### Cells by drive strength

Bar = 50 µm.
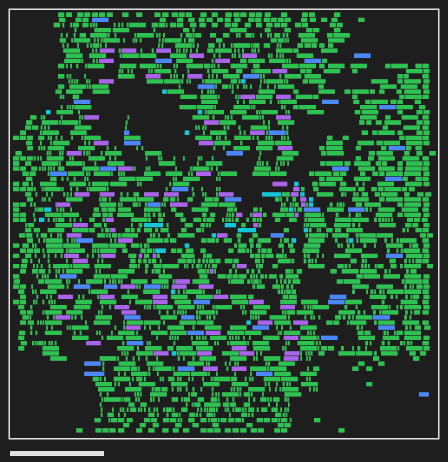
### Placement view

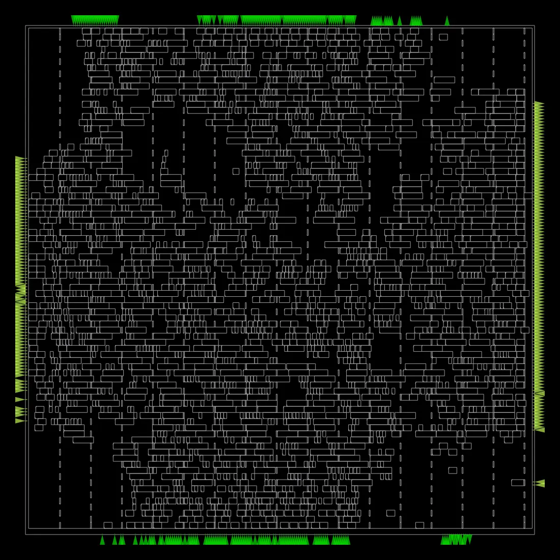
### Sequential cells grouped by signal name

Bar = 50 µm. Other sequential cells in the stronger gray, the rest of the logic in the fainter gray.
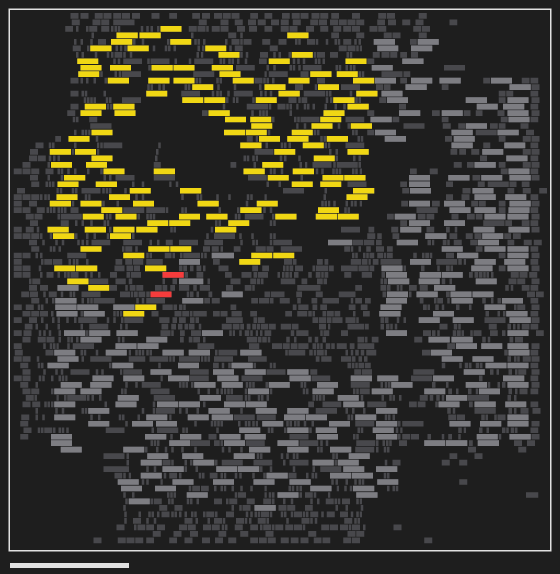
==> config.mk <==
export PLATFORM = sky130hd
export DESIGN_NAME = mpadd_ctrl
export DESIGN_NICKNAME = d
export VERILOG_FILES = /design/src/rtl/mpadd_pkg.sv /design/src/rtl/fastcarry_32.sv /design/src/rtl/mpadd_ctrl.sv
export SDC_FILE = /design/constraint.sdc
export NUM_CORES = 1
export LEC_CHECK = 0
export CAP_MARGIN = 20
export CORE_UTILIZATION = 35
export CTS_BUF_LIST = sky130_fd_sc_hd__clkbuf_16
export CTS_CLUSTER_DIAMETER = 150
export CTS_CLUSTER_SIZE = 12
export DETAILED_ROUTE_END_ITERATION = 12
export PLACE_DENSITY = 0.6
export SYNTH_ARGS = -nofsm -noshare
export SYNTH_HDL_FRONTEND = slang
export SYNTH_SLANG_ARGS = --single-unit
==> constraint.sdc <==
create_clock -name clk -period 5.8 [get_ports clk]
set_input_delay 1.16 -clock clk [delete_from_list [all_inputs] [get_ports clk]]
set_output_delay 1.16 -clock clk [all_outputs]
set_load 0.01 [all_outputs]
==> src/rtl/mpadd_pkg.sv <==
// rtl/mpadd_pkg.sv - shared constants and types for the multi-precision add/sub sequencer
//
// Contents:
//   WORD_W   width of one adder word
//   state_t  sequencer states (IDLE, RUN, DONE)

package mpadd_pkg;

  localparam int WORD_W = 32;

  typedef enum logic [1:0] {
    ST_IDLE = 2'd0,
    ST_RUN  = 2'd1,
    ST_DONE = 2'd2
  } state_t;

endpackage

==> src/rtl/fastcarry_32.sv <==
// rtl/fastcarry_32.sv - 32-bit carry-lookahead adder, purely combinational
//
// Ports:
//   a, b   input  [31:0]  addends
//   cin    input          carry in
//   s      output [31:0]  sum
//   cout   output         carry out of bit 31
//
// Carries are resolved with full lookahead inside each 4-bit group; group
// generate/propagate terms then pass the carry from group to group.

module fastcarry_32
  import mpadd_pkg::*;
(
  input  logic [WORD_W-1:0] a,
  input  logic [WORD_W-1:0] b,
  input  logic              cin,
  output logic [WORD_W-1:0] s,
  output logic              cout
);

  logic [WORD_W-1:0] g;
  logic [WORD_W-1:0] p;
  logic [WORD_W-1:0] c;
  logic              ci;
  logic              gg;
  logic              pg;

  assign g = a & b;
  assign p = a ^ b;

  always_comb begin
    c  = '0;
    ci = cin;
    gg = 1'b0;
    pg = 1'b0;
    for (int k = 0; k < WORD_W / 4; k++) begin
      c[4*k]   = ci;
      c[4*k+1] = g[4*k] | (p[4*k] & ci);
      c[4*k+2] = g[4*k+1] | (p[4*k+1] & g[4*k]) | (p[4*k+1] & p[4*k] & ci);
      c[4*k+3] = g[4*k+2] | (p[4*k+2] & g[4*k+1]) | (p[4*k+2] & p[4*k+1] & g[4*k])
               | (p[4*k+2] & p[4*k+1] & p[4*k] & ci);
      gg = g[4*k+3] | (p[4*k+3] & g[4*k+2]) | (p[4*k+3] & p[4*k+2] & g[4*k+1])
         | (p[4*k+3] & p[4*k+2] & p[4*k+1] & g[4*k]);
      pg = &p[4*k +: 4];
      ci = gg | (pg & ci);
    end
    s    = p ^ c;
    cout = ci;
  end

endmodule

==> src/rtl/mpadd_ctrl.sv <==
// rtl/mpadd_ctrl.sv - word-serial multi-precision add/subtract sequencer
//
// Ports:
//   clk, rst_n          clock, asynchronous active-low reset
//   in_valid, in_ready  operand handshake; a, b, op_sub captured on accept
//   op_sub              0 = a+b, 1 = a-b
//   a, b                WORDS x 32-bit operands, word 0 in bits [31:0]
//   out_valid,out_ready result handshake; sum/cout/ovf held while out_valid
//   sum                 WORDS x 32-bit result
//   cout                carry out of top word (subtract: 1 = no borrow)
//   ovf                 signed overflow of the full-width result
//
// One word is pushed through the shared adder per RUN cycle, LSW first.
// Subtraction is a + ~b + 1: the "+1" enters as the initial carry.

module mpadd_ctrl
  import mpadd_pkg::*;
#(
  parameter int WORDS = 4
) (
  input  logic                    clk,
  input  logic                    rst_n,
  input  logic                    in_valid,
  output logic                    in_ready,
  input  logic                    op_sub,
  input  logic [WORD_W*WORDS-1:0] a,
  input  logic [WORD_W*WORDS-1:0] b,
  output logic                    out_valid,
  input  logic                    out_ready,
  output logic [WORD_W*WORDS-1:0] sum,
  output logic                    cout,
  output logic                    ovf
);

  localparam int               IDX_W    = (WORDS > 1) ? $clog2(WORDS) : 1;
  localparam logic [IDX_W-1:0] IDX_LAST = IDX_W'(WORDS - 1);

  state_t                  state_q;
  state_t                  state_d;
  logic [WORD_W*WORDS-1:0] a_q;
  logic [WORD_W*WORDS-1:0] b_q;
  logic [WORD_W*WORDS-1:0] sum_q;
  logic                    sub_q;
  logic                    carry_q;
  logic [IDX_W-1:0]        idx_q;
  logic                    cout_q;
  logic                    ovf_q;

  logic [WORD_W-1:0]       add_a;
  logic [WORD_W-1:0]       add_b;
  logic [WORD_W-1:0]       add_s;
  logic                    add_co;
  logic                    last_word;

  assign add_a     = a_q[idx_q*WORD_W +: WORD_W];
  assign add_b     = b_q[idx_q*WORD_W +: WORD_W] ^ {WORD_W{sub_q}};
  assign last_word = (idx_q == IDX_LAST);

  fastcarry_32 u_adder (
    .a    (add_a),
    .b    (add_b),
    .cin  (carry_q),
    .s    (add_s),
    .cout (add_co)
  );

  always_ff @(posedge clk or negedge rst_n) begin
    if (!rst_n) begin
      state_q <= ST_IDLE;
    end else begin
      state_q <= state_d;
    end
  end

  always_comb begin
    state_d   = state_q;
    in_ready  = 1'b0;
    out_valid = 1'b0;
    case (state_q)
      ST_IDLE: begin
        in_ready = 1'b1;
        if (in_valid) state_d = ST_RUN;
      end
      ST_RUN: begin
        if (last_word) state_d = ST_DONE;
      end
      ST_DONE: begin
        out_valid = 1'b1;
        if (out_ready) state_d = ST_IDLE;
      end
      default: state_d = ST_IDLE;
    endcase
  end

  always_ff @(posedge clk or negedge rst_n) begin
    if (!rst_n) begin
      a_q     <= '0;
      b_q     <= '0;
      sum_q   <= '0;
      sub_q   <= 1'b0;
      carry_q <= 1'b0;
      idx_q   <= '0;
      cout_q  <= 1'b0;
      ovf_q   <= 1'b0;
    end else begin
      case (state_q)
        ST_IDLE: begin
          if (in_valid) begin
            a_q     <= a;
            b_q     <= b;
            sub_q   <= op_sub;
            carry_q <= op_sub;
            idx_q   <= '0;
          end
        end
        ST_RUN: begin
          sum_q[idx_q*WORD_W +: WORD_W] <= add_s;
          carry_q <= add_co;
          idx_q   <= idx_q + IDX_W'(1);
          if (last_word) begin
            cout_q <= add_co;
            // a^b'^s at bit 31 recovers the carry into the sign bit
            ovf_q  <= add_a[WORD_W-1] ^ add_b[WORD_W-1] ^ add_s[WORD_W-1] ^ add_co;
          end
        end
        default: ;
      endcase
    end
  end

  assign sum  = sum_q;
  assign cout = cout_q;
  assign ovf  = ovf_q;

endmodule

==> flow report <==
SYNTHESIS
--------------------------------------------------------------------------------
Ys async rst share                                                          100%
Number of register bits inferred by synthesis                                392
Mapped Nets                                                                 2088
Cell count in the Yosys report                                              1781
Cells after synthesis                                                       1781

LAYOUT
--------------------------------------------------------------------------------
Number of nets in the finished design                                       2444
Fillcell total                                                              4834
Most instantiated logic cells after routing                         sky130_fd_sc_hd__nand2_1, sky130_fd_sc_hd__clkdlybuf4s50_1, sky130_fd_sc_hd__dfrtp_1
Non-clk bufs                                                                 414
Final-layout clock-cell area share                                         4.39%
Post-synthesis to final-layout area growth                                 32.0%

GLOBAL ROUTING
--------------------------------------------------------------------------------
Number of antenna violations at the first check in global routing              0
Met2 layer usage reported by global route                                  38.0%
Most Crowded Layer GR                                                       met2

FLOW RUN
--------------------------------------------------------------------------------
Total tool warning count                                                      37

CRITICAL PATH
--------------------------------------------------------------------------------
Critical path buffers and inverters                                            1
Arrival @ worst endpoint                                                 5.35 ns
Worst setup slack for register-to-register paths                         0.86 ns
Crit. Startpoint                                                        idx_q[0]
Maximum single-stage delay on the critical path                          1.00 ns

DRT
--------------------------------------------------------------------------------
Drt first pass iters                                                           5
Total via count after detailed routing                                     13900
Vias per Instance                                                           4.95
Wire length per cell after detailed routing                              20.1 µm
Total length of routed met3 wires                                        3330 µm

FLOORPLANNING
--------------------------------------------------------------------------------
Chip area                                                              51500 µm²

CLOCK TREE
--------------------------------------------------------------------------------
Number of buffers added to fix hold violations after cts                       0
Clk pin slew, worst setup/hold paths                                     0.07 ns
CTS tree                                                                   built

PLACE
--------------------------------------------------------------------------------
Placement-stage worst setup slack                                       0.843 ns
Post-DP HPWL                                                            42200 µm

HOLD PATH
--------------------------------------------------------------------------------
Min-delay src                                                            b_q[63]

POWER
--------------------------------------------------------------------------------
Leakage power                                                            11.1 nW

OUTCOME
--------------------------------------------------------------------------------
Outcome                                                             complete, no violations

STA
--------------------------------------------------------------------------------
Clock Skew                                                             0.0164 ns
Slew HR                                                                    34.5%

-- 'Cells by drive strength' (at the start) --
| size | color | cells | share |
|---|---|---|---|
| x6 and larger | blue | 46 | 2.1% |
| x3 and x4 | cyan | 25 | 1.2% |
| x2 | purple | 80 | 3.7% |
| x1 and smaller | green | 1990 | 93% |

-- 'Placement view' (at the start) --
tapcells inserted: 672
Core ar.: 50100 µm²
Seq cells: 392

-- 'Sequential cells grouped by signal name' (at the start) --
| netlist name | color | placed flops |
|---|---|---|
| state_q | red | 2 |
| b_q | yellow | 128 |
not colored: 262

[report_power, final]
| group | internal [W] | switching (W) | total (W) |
|---|---|---|---|
| clock | 0.00123 | 0.00101 | 0.00224 |
| combinational | 0.00360 | 0.00631 | 0.00991 |
| sequential | 0.00385 | 0.000845 | 0.00470 |
[stage by stage]
stage	total power (W)	util [%]	std cells	hold WS, ns
after floorplan	0.0104	-	1781	0.440
after global placement	0.0144	44.6	2769	0.453
after detailed placement	0.0147	44.6	2769	0.457
after CTS	0.0170	46.7	2813	0.473
after global routing	0.0180	46.7	2813	0.488
final	0.0169	46.7	2813	0.471
[cell usage after synthesis, types with 3 or more instances]
| cell | n | share of area [%] |
|---|---|---|
| sky130_fd_sc_hd__a21o_1 | 3 | 0.13 |
| sky130_fd_sc_hd__a21oi_1 | 26 | 0.74 |
| sky130_fd_sc_hd__a22o_1 | 65 | 3.2 |
| sky130_fd_sc_hd__a31oi_1 | 3 | 0.11 |
| sky130_fd_sc_hd__buf_1 | 13 | 0.28 |
| sky130_fd_sc_hd__buf_2 | 8 | 0.23 |
| sky130_fd_sc_hd__clkbuf_1 | 75 | 1.6 |
| sky130_fd_sc_hd__dfrtp_1 | 392 | 55 |
| sky130_fd_sc_hd__fa_1 | 8 | 0.90 |
| sky130_fd_sc_hd__ha_1 | 38 | 2.7 |
| sky130_fd_sc_hd__inv_1 | 18 | 0.38 |
| sky130_fd_sc_hd__mux4_2 | 64 | 8.1 |
| sky130_fd_sc_hd__nand2_1 | 855 | 18 |
| sky130_fd_sc_hd__nand2b_1 | 6 | 0.21 |
| sky130_fd_sc_hd__nand3_1 | 5 | 0.14 |
| sky130_fd_sc_hd__nand4_1 | 4 | 0.14 |
| sky130_fd_sc_hd__nor2_1 | 16 | 0.34 |
| sky130_fd_sc_hd__nor3_1 | 8 | 0.23 |
| sky130_fd_sc_hd__o211ai_1 | 3 | 0.13 |
| sky130_fd_sc_hd__o21a_1 | 3 | 0.13 |
| sky130_fd_sc_hd__o21ai_0 | 68 | 1.9 |
| sky130_fd_sc_hd__o21ai_1 | 12 | 0.34 |
| sky130_fd_sc_hd__xnor2_1 | 9 | 0.45 |
| sky130_fd_sc_hd__xor2_1 | 41 | 2.0 |
[worst reg2reg max path: cells and delay by family (launching register included)]
| kind | cells | cell delay (ns) |
|---|---|---|
| adder cells (fa/ha/maj) | 2 | 0.75 |
| flip-flops | 1 | 1.00 |
| multiplexers | 1 | 0.55 |
| XOR/XNOR | 1 | 0.30 |
| buffers and inverters | 1 | 0.46 |
| AND-OR/OR-AND | 7 | 1.66 |
| AND/OR/NAND/NOR | 1 | 0.09 |
[sequential cells by signal (all words and copies together), names as in the netlist]
signal,cells
state_q,2
a_q,128
b_q,128
cout,1
idx_q,2
ovf,1
sum,128
sub_q,1
carry_q,1
[kinds of logic after synthesis]
logic type / after synthesis / share of synthesized area [%]
xor+xnor: 51 / 2.57
buf+inv: 116 / 2.57
mux: 65 / 8.20
simple gates: 913 / 20.0
fa+ha+maj: 46 / 3.59
compound gates: 198 / 7.66
flops: 392 / 55.4
Power is estimated from default activity; no workload was simulated.
